### Placed standard cells, run 1

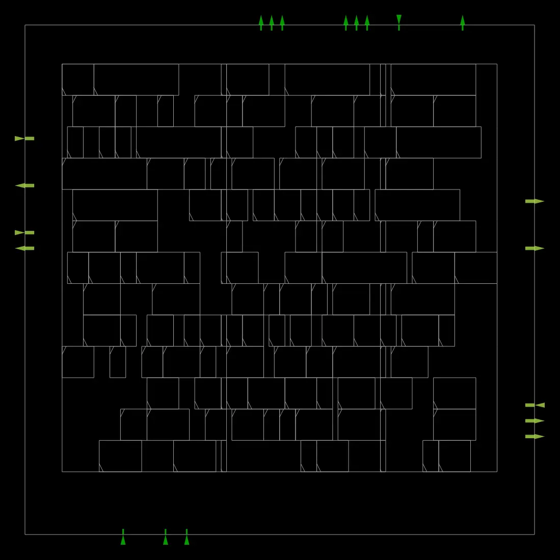
### Metal 2, run 1

Drawn at 12 px/µm.
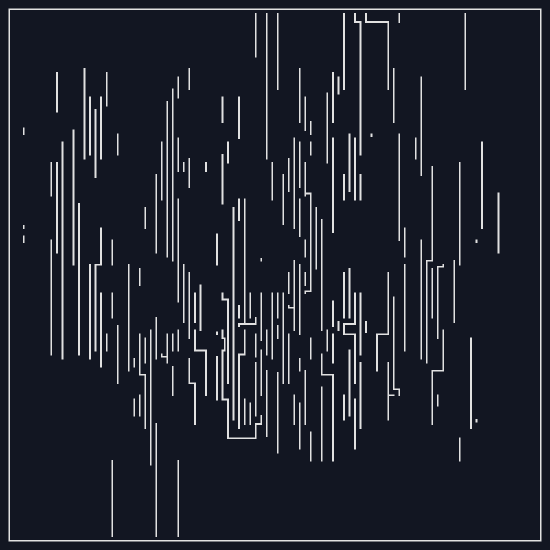
### Signal wires by layer, run 1

Drawn at 6 px/µm. Only two layers are drawn.
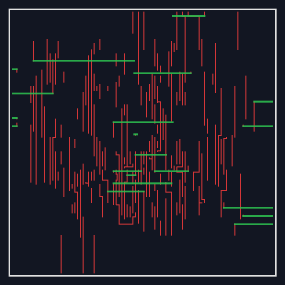
### I/O nets highlighted, run 1

Drawn at 6 px/µm.
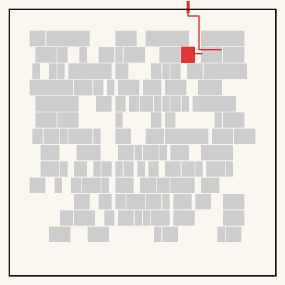
### config.mk
export PLATFORM = sky130hd
export DESIGN_NAME = rr_arbiter_param_flat
export DESIGN_NICKNAME = d
export VERILOG_FILES = /design/src/rtl/rr_arbiter_param_if.sv /design/src/rtl/rr_arbiter_param.sv /design/src/flat_wrapper.sv
export SDC_FILE = /design/constraint.sdc
export NUM_CORES = 1
export LEC_CHECK = 0
export CORE_MARGIN = 3
export CORE_UTILIZATION = 49
export CTS_CLUSTER_SIZE = 24
export DETAILED_ROUTE_END_ITERATION = 6
export GPL_TIMING_DRIVEN = 0
export PLACE_DENSITY_LB_ADDON = 0.1
export SLEW_MARGIN = 20
export SYNTH_ARGS = -nofsm -noshare
export SYNTH_HDL_FRONTEND = slang
export SYNTH_SLANG_ARGS = --single-unit
### constraint.sdc
create_clock -name clk -period 5.3 [get_ports clk]
set_clock_uncertainty 0.2 [all_clocks]
set_input_delay 0.53 -clock clk [delete_from_list [all_inputs] [get_ports clk]]
set_output_delay 0.53 -clock clk [all_outputs]
set_load 0.01 [all_outputs]
### src/rtl/rr_arbiter_param_if.sv
// Bundle of request/grant signals for the round-robin arbiter.
// Handshake: a requester holds req_i high until it sees its grant bit; the
// holder signals completion with a single-cycle release_i pulse, and only
// that pulse (or a forced timeout) ends the grant.
interface rr_arbiter_param_if #(
  parameter int N_REQ = 4
);
  localparam int IDX_W = $clog2(N_REQ);

  logic [N_REQ-1:0] req_i;
  logic             release_i;
  logic [N_REQ-1:0] grant_o;
  logic             grant_valid_o;
  logic [IDX_W-1:0] grant_idx_o;
  logic [N_REQ-1:0] priority_order_o;
  logic             timeout_o;
  logic             state_o;  // debug view of the FSM: 0 = IDLE, 1 = BUSY

  // Side that drives requests and observes grants.
  modport master (
    output req_i, release_i,
    input  grant_o, grant_valid_o, grant_idx_o, priority_order_o, timeout_o, state_o
  );

  // Arbiter side.
  modport slave (
    input  req_i, release_i,
    output grant_o, grant_valid_o, grant_idx_o, priority_order_o, timeout_o, state_o
  );
endinterface

### src/rtl/rr_arbiter_param.sv
// Round-robin arbiter with a rotating one-hot priority pointer.
// A grant is held until release_i; the pointer moves to just past the
// winner when a grant issues. Optional hold timeout: define
// RR_ARB_TIMEOUT_EN to force a release after MAX_HOLD BUSY cycles.
module rr_arbiter_param #(
  parameter int N_REQ     = 4,
  parameter int RESET_IDX = 2,
  parameter int MAX_HOLD  = 16
) (
  input logic                clk,
  input logic                reset,
  rr_arbiter_param_if.slave  bus
);
  localparam int IDX_W = $clog2(N_REQ);
  localparam logic [N_REQ-1:0] PRIO_RST = {{(N_REQ-1){1'b0}}, 1'b1} << RESET_IDX;

  typedef enum logic {IDLE = 1'b0, BUSY = 1'b1} state_e;

  state_e           state_q, state_d;
  logic [N_REQ-1:0] grant_q, grant_d;
  logic [N_REQ-1:0] prio_q, prio_d;
  logic [IDX_W-1:0] ptr_idx;
  logic [IDX_W:0]   cand;
  logic [IDX_W-1:0] win_idx;
  logic [IDX_W-1:0] nxt_idx;
  logic             found;
  logic             timeout_hit;
  logic [IDX_W-1:0] grant_idx;

`ifdef RR_ARB_TIMEOUT_EN
  localparam int CNT_W = $clog2(MAX_HOLD + 1);
  logic [CNT_W-1:0] hold_cnt_q, hold_cnt_d;

  // Forced release fires on the MAX_HOLD-th BUSY cycle unless a real release wins.
  assign timeout_hit = (state_q == BUSY) && (hold_cnt_q == CNT_W'(MAX_HOLD)) && !bus.release_i;

  // Hold counter: 1 on the first BUSY cycle, counts up while BUSY, 0 otherwise.
  always_comb begin
    hold_cnt_d = '0;
    if (state_d == BUSY) begin
      hold_cnt_d = (state_q == BUSY) ? hold_cnt_q + 1'b1 : CNT_W'(1);
    end
  end

  // Hold counter register.
  always_ff @(posedge clk) begin
    if (reset) hold_cnt_q <= '0;
    else       hold_cnt_q <= hold_cnt_d;
  end
`else
  assign timeout_hit = 1'b0;
`endif

  // Rotating search starting at the pointer; first asserted request wins.
  always_comb begin
    ptr_idx = '0;
    found   = 1'b0;
    win_idx = '0;
    cand    = '0;
    for (int i = 0; i < N_REQ; i++) begin
      if (prio_q[i]) ptr_idx = IDX_W'(i);
    end
    for (int k = 0; k < N_REQ; k++) begin
      cand = {1'b0, ptr_idx} + (IDX_W+1)'(k);
      if (cand >= (IDX_W+1)'(N_REQ)) cand = cand - (IDX_W+1)'(N_REQ);
      if (!found && bus.req_i[cand[IDX_W-1:0]]) begin
        found   = 1'b1;
        win_idx = cand[IDX_W-1:0];
      end
    end
    nxt_idx = (win_idx == IDX_W'(N_REQ - 1)) ? '0 : win_idx + 1'b1;
  end

  // Next-state logic: grant from IDLE, hold in BUSY until release or timeout.
  always_comb begin
    state_d = state_q;
    grant_d = grant_q;
    prio_d  = prio_q;
    case (state_q)
      IDLE: begin
        if (found) begin
          grant_d          = '0;
          grant_d[win_idx] = 1'b1;
          prio_d           = '0;
          prio_d[nxt_idx]  = 1'b1;
          state_d          = BUSY;
        end
      end
      BUSY: begin
        if (bus.release_i || timeout_hit) begin
          grant_d = '0;
          state_d = IDLE;
        end
      end
      default: begin
        state_d = IDLE;
        grant_d = '0;
      end
    endcase
  end

  // State, grant and pointer registers.
  always_ff @(posedge clk) begin
    if (reset) begin
      state_q <= IDLE;
      grant_q <= '0;
      prio_q  <= PRIO_RST;
    end else begin
      state_q <= state_d;
      grant_q <= grant_d;
      prio_q  <= prio_d;
    end
  end

  // Binary index of the registered grant; 0 when nothing is granted.
  always_comb begin
    grant_idx = '0;
    for (int i = 0; i < N_REQ; i++) begin
      if (grant_q[i]) grant_idx = IDX_W'(i);
    end
  end

  assign bus.grant_o          = grant_q;
  assign bus.grant_valid_o    = |grant_q;
  assign bus.grant_idx_o      = grant_idx;
  assign bus.priority_order_o = prio_q;
  assign bus.timeout_o        = timeout_hit;
  assign bus.state_o          = (state_q == BUSY);
endmodule

### src/flat_wrapper.sv
// flat-port wrapper written by rule: the top's interface ports become plain ports
module rr_arbiter_param_flat 
#(
  parameter int N_REQ     = 4,
  parameter int RESET_IDX = 2,
  parameter int MAX_HOLD  = 16
)
  (clk, reset, bus_req_i, bus_release_i, bus_grant_o, bus_grant_valid_o, bus_grant_idx_o, bus_priority_order_o, bus_timeout_o, bus_state_o);
  rr_arbiter_param_if #(.N_REQ(N_REQ)) bus_i ();
  input logic clk;
  input logic reset;
  input wire logic [$bits(bus_i.req_i)-1:0] bus_req_i;
  input wire logic [$bits(bus_i.release_i)-1:0] bus_release_i;
  output wire logic [$bits(bus_i.grant_o)-1:0] bus_grant_o;
  output wire logic [$bits(bus_i.grant_valid_o)-1:0] bus_grant_valid_o;
  output wire logic [$bits(bus_i.grant_idx_o)-1:0] bus_grant_idx_o;
  output wire logic [$bits(bus_i.priority_order_o)-1:0] bus_priority_order_o;
  output wire logic [$bits(bus_i.timeout_o)-1:0] bus_timeout_o;
  output wire logic [$bits(bus_i.state_o)-1:0] bus_state_o;
  assign bus_i.req_i = bus_req_i;
  assign bus_i.release_i = bus_release_i;
  assign bus_grant_o = bus_i.grant_o;
  assign bus_grant_valid_o = bus_i.grant_valid_o;
  assign bus_grant_idx_o = bus_i.grant_idx_o;
  assign bus_priority_order_o = bus_i.priority_order_o;
  assign bus_timeout_o = bus_i.timeout_o;
  assign bus_state_o = bus_i.state_o;
  rr_arbiter_param #(.N_REQ(N_REQ), .RESET_IDX(RESET_IDX), .MAX_HOLD(MAX_HOLD)) u_core (.clk(clk), .reset(reset), .bus(bus_i));
endmodule
==> impl_metrics.json, run 1 <==
{
  "lay_top_count": "clkdlybuf4s50_1",
  "ctsResizeCount": 0,
  "crit_path_start_kind": "input pin",
  "cp_data_arrival_time_ps": 2900,
  "numCtsBuffers": 3,
  "finalHoldViolCount": 0,
  "logic_family": "simple AND/OR/NAND/NOR gates",
  "worstPathCellList": "clkdlybuf4s50_1 -> mux2_4 -> a221oi_1 -> a32oi_1 -> a211oi_1 -> or3b_1 -> a21oi_1",
  "drive_gt1_share_pct": 11.21,
  "maxCapViolations": 0,
  "core-area_um2": 1334,
  "ys_types": 41,
  "antenna_found_initial": 0,
  "ys_cells": 95,
  "die_width_um": 44.19,
  "combGateArea_um2": 483.0,
  "critical_path.max_stage_delay_ps": 550,
  "dp_slack_ps": 2197,
  "edf_count": 0,
  "vias_per_cell": 6.038,
  "place_area_um2": 903.4,
  "synthXorXnorAreaFrac_pct": 0,
  "grt_max_degree": 11,
  "max_slew.worst_pin.slew_ps": 580.0,
  "simple_gate_area_share_pct": 31.35,
  "yosys.stat.seqShare_pct": 25.22,
  "maxSlewViolCount": 0,
  "status": "completed",
  "postCtsHoldBufs": 0,
  "cts_htree_levels": 1,
  "fmax_mhz": 344.0,
  "cts-root-buf": "clkbuf_4",
  "path_max_fanout": 8,
  "avgSynthCellArea_um2": 7.520,
  "nNetsFinal": 124,
  "die_h_um": 44.19,
  "fin_hold_ws_ps": 281.7,
  "worstSetupPathType": "input pin to flip-flop",
  "design_area_um2": 929.6,
  "placed_cells": 127,
  "register_area_um2": 180.2,
  "cts_sinks": 9,
  "post_cts_buffers": 0,
  "initCoreUtil_pct": 53.56,
  "die_area_um2": 1952,
  "hpwl_um": 1320
}
-- 'Placed standard cells' (at the start) --
FP Rows: 13
FILL cells: 116

-- 'Metal 2' (at the start) --
The layer carries 801 µm of wire. The longest straight run is 18.0 µm. 107 nets have wire on it. The wires run mostly vertical.
met2 usage: 27.03%
Vias: 791
Routed WL: 1775 µm

-- 'Signal wires by layer' (at the start) --
Key: green = M3 [wire length 110 µm]; red = M2 [wire length 801 µm]
average wire per cell in the routed design: 13.55 µm
gr usage total: 19.48%

-- 'I/O nets highlighted' (at the start) --
Key: red = bus_grant_valid_o [direction output, end cells 1, buffers 1, wire 13.9 µm]
I/O Pins: 20
Port Buf Inserts: 17

[run 1: flip-flops by register name, indices dropped and copies added, names as in the netlist]
| signal | cells |
|---|---|
| u_core.bus.grant_o | 4 |
| u_core.bus.priority_order_o | 4 |
| u_core.bus.state_o | 1 |
[run 1: layer usage]
metal	routed length (µm)	GRT usage, %	up-vias
met4	29	7.229	0
met1	835	26.91	363
met2	800	27.03	27
li1	-	-	396
met3	109	7.724	5
met5	0	0	-
[run 1: final timing paths]
kind                                   from                        endpoint  slack [ps]  depth (start not counted)
max                            bus_req_i[0]  u_core.bus.priority_order_o[0]        2390                          7
min                   u_core.bus.grant_o[2]           u_core.bus.grant_o[2]         280                          2
max reg2reg  u_core.bus.priority_order_o[3]           u_core.bus.grant_o[0]        2730                          8
min reg2reg           u_core.bus.grant_o[2]           u_core.bus.grant_o[2]         280                          2
[run 1: power breakdown]
part | total [mW] | leakage, nW | switching [mW] | internal [mW]
Combinational | 0.398 | 0.277 | 0.192 | 0.207
Clock | 0.0528 | 0.0150 | 0.0238 | 0.0290
Sequential | 0.118 | 0.0740 | 0.0228 | 0.0954
[run 1: cells in the mapped netlist, types with 2 or more instances]
library cell  count  area, µm²
o31ai_1           3      22.52
buf_2             2      10.01
a21oi_1          10      50.05
nand2_1          16      60.06
dfxtp_1           9      180.2
nand3b_1          3      22.52
nor2_1            5      18.77
or3b_1            2      17.52
or3_1             2      12.51
nor3_1            2      10.01
nor2b_1           2      12.51
a21o_1            2      15.01
nand2b_1          2      12.51
a32oi_1           2      17.52
inv_1             4      15.01
o21ai_0           2      10.01
a211oi_1          2      15.01
or2_2             2      12.51
[run 1: area by class of cell]
class,instances,share of cell area [%]
tap,15,2.019
buffer,6,3.903
sequential,9,19.38
inverter,4,1.615
multi-input combinational,76,51.95
clock buffer,4,2.826
timing repair buffer,17,18.30
### I/O pins on the die edge, run 1

Drawn at 12 px/µm. Pins as bars across the die edge, other pins in gray.
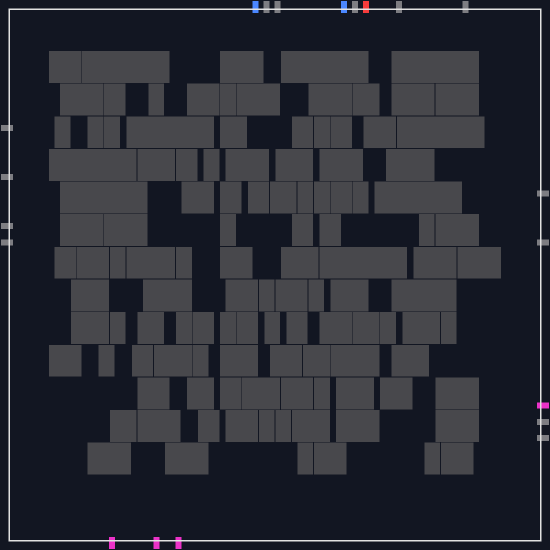

==> run 1 -> run 2 <==
--- a/config.mk
+++ b/config.mk
@@ -6,7 +6,7 @@
 export NUM_CORES = 1
 export LEC_CHECK = 0
 export CORE_MARGIN = 3
-export CORE_UTILIZATION = 49
+export CORE_UTILIZATION = 46
 export CTS_CLUSTER_SIZE = 24
 export DETAILED_ROUTE_END_ITERATION = 6
 export GPL_TIMING_DRIVEN = 0
==> constraint.sdc (replaced) <==
create_clock -name clk -period 2.9 [get_ports clk]
set_clock_uncertainty 0.2 [all_clocks]
set_input_delay 0.29 -clock clk [delete_from_list [all_inputs] [get_ports clk]]
set_output_delay 0.29 -clock clk [all_outputs]
set_load 0.01 [all_outputs]
### I/O pins on the die edge, run 2

Drawn at 10 px/µm. Pins as bars across the die edge, other pins in gray.
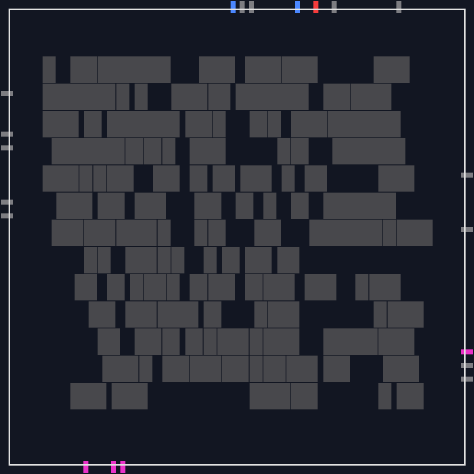
Key: magenta = bus_req_i [pins 4, direction input, edge 3 bottom, 1 right]; blue = bus_grant_idx_o [pins 2, direction output, edge top]; red = bus_grant_valid_o [pins 1, direction output, edge top]
Chip Height: 45.41 µm
Die W: 45.41 µm

### Placed standard cells, run 2

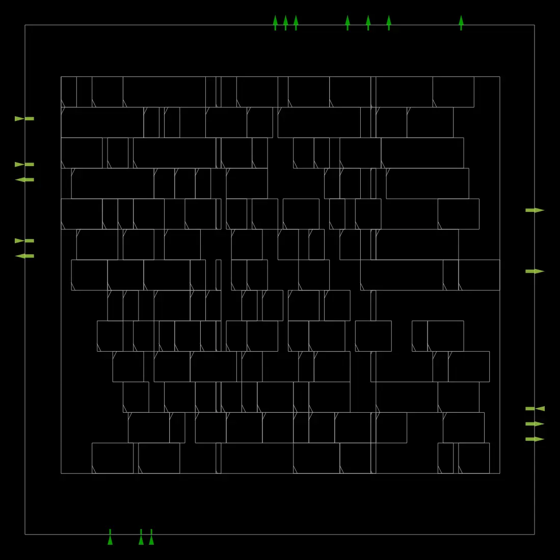
FILL cells: 131
flop count: 9
# Taps: 15
Finished Layout Cells: 131
final core utilization: 67.24%

### I/O nets highlighted, run 2

Drawn at 6 px/µm.
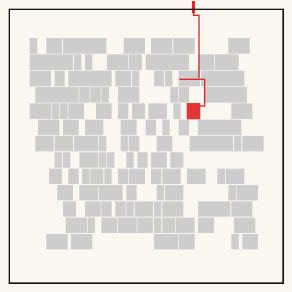
Key: red = bus_grant_valid_o [direction output, end cells 1, buffers 1, wire 21.5 µm]

==> run 2 against run 1 <==
Net effect:
- clock power grew 81%
- hold slack lost 91 ps
- flip-flop count is the same
- first-iteration DRC count shrank 75%
- global-route usage is essentially flat
- area after synthesis is the same
- largest power group unchanged
- highest routed layer unchanged
==> impl_metrics.json, run 2 <==
{
  "dp_slack_ps": 8.467,
  "register_area_um2": 180.2,
  "postCtsHoldBufs": 0,
  "lay_top_count": "clkdlybuf4s50_1",
  "nNetsFinal": 124,
  "min_from": "reset",
  "area_leaders": "dfxtp_1, nand2_1, a21oi_1, nand3b_1, o31ai_1",
  "drive_gt1_share_pct": 11.21,
  "maxSlewViolCount": 0,
  "intPower_uw": 605.3,
  "worstHoldPathCells": 2,
  "hpwl_um": 1400,
  "maxCapViolations": 0,
  "grt_max_degree": 11,
  "ys_types": 41,
  "fin_hold_ws_ps": 190.3,
  "top_cells_by_count": "nand2_1, a21oi_1, dfxtp_1",
  "status": "completed",
  "worstPathCellList": "clkdlybuf4s50_1 -> mux2_4 -> a221o_1 -> a2111oi_0 -> a21o_1 -> nand2_1 -> a21oi_1",
  "antenna_found_initial": 0,
  "grt_usage_pct": 19.46,
  "cp_data_arrival_time_ps": 2610
}
==> run 2: cell counts after synthesis <==
No cell type changed its count.
==> run 2: area by class of cell <==
type                    count  share of cell area [%]
flip-flops and latches      9                   19.38
multi-input cells          76                   51.95
clock buffers               4                   2.826
inverters                   4                   1.615
plain buffers               6                   3.903
repair buffers             17                   18.30
well taps                  15                   2.019
==> run 2: cell families (layout without fill, tap and decap cells) <==
logic type	after synthesis	after routing	share of synthesized area [%]
compound gates	31	31	30.65
buf+inv	10	31	7.179
flops	9	9	25.22
mux	3	3	5.078
other cells	1	1	0.5249
simple gates	41	41	31.35
==> run 2: worst max path at each step <==
stage               slack (ps)  cells past startpoint                            from                        endpoint
global route                90                      7                    bus_req_i[1]  u_core.bus.priority_order_o[0]
finish                     280                      7                    bus_req_i[0]           u_core.bus.grant_o[0]
global placement           100                      7                    bus_req_i[0]  u_core.bus.priority_order_o[0]
floorplan                  530                      7  u_core.bus.priority_order_o[1]           u_core.bus.grant_o[3]
detailed placement           8                      7                    bus_req_i[0]           u_core.bus.grant_o[3]
CTS                        280                      7                    bus_req_i[0]           u_core.bus.grant_o[0]
==> run 2: layer usage <==
layer / track usage (%) / vias up / share of wire (%)
li1: - / 396 / -
met1: 27.23 / 345 / 46
met2: 27.86 / 31 / 44
met3: 5.929 / 6 / 7.8
met4: 7.018 / 0 / 1.3
met5: 0 / - / 0
==> run 2: worst max-delay path, delay by kind of cell <==
kind                   cells  cell delay, ps
AND-OR/OR-AND              4            1360
AND/OR/NAND/NOR            1              70
buffers and inverters      1             540
multiplexers               1             340
==> run 2: stage by stage <==
stage               std cells  util, %
floorplan                  95        -
global placement          127    65.34
detailed placement        127    65.34
CTS                       131    67.24
global route              131    67.24
finish                    131    67.24
Power and IR drop assume default switching activity.
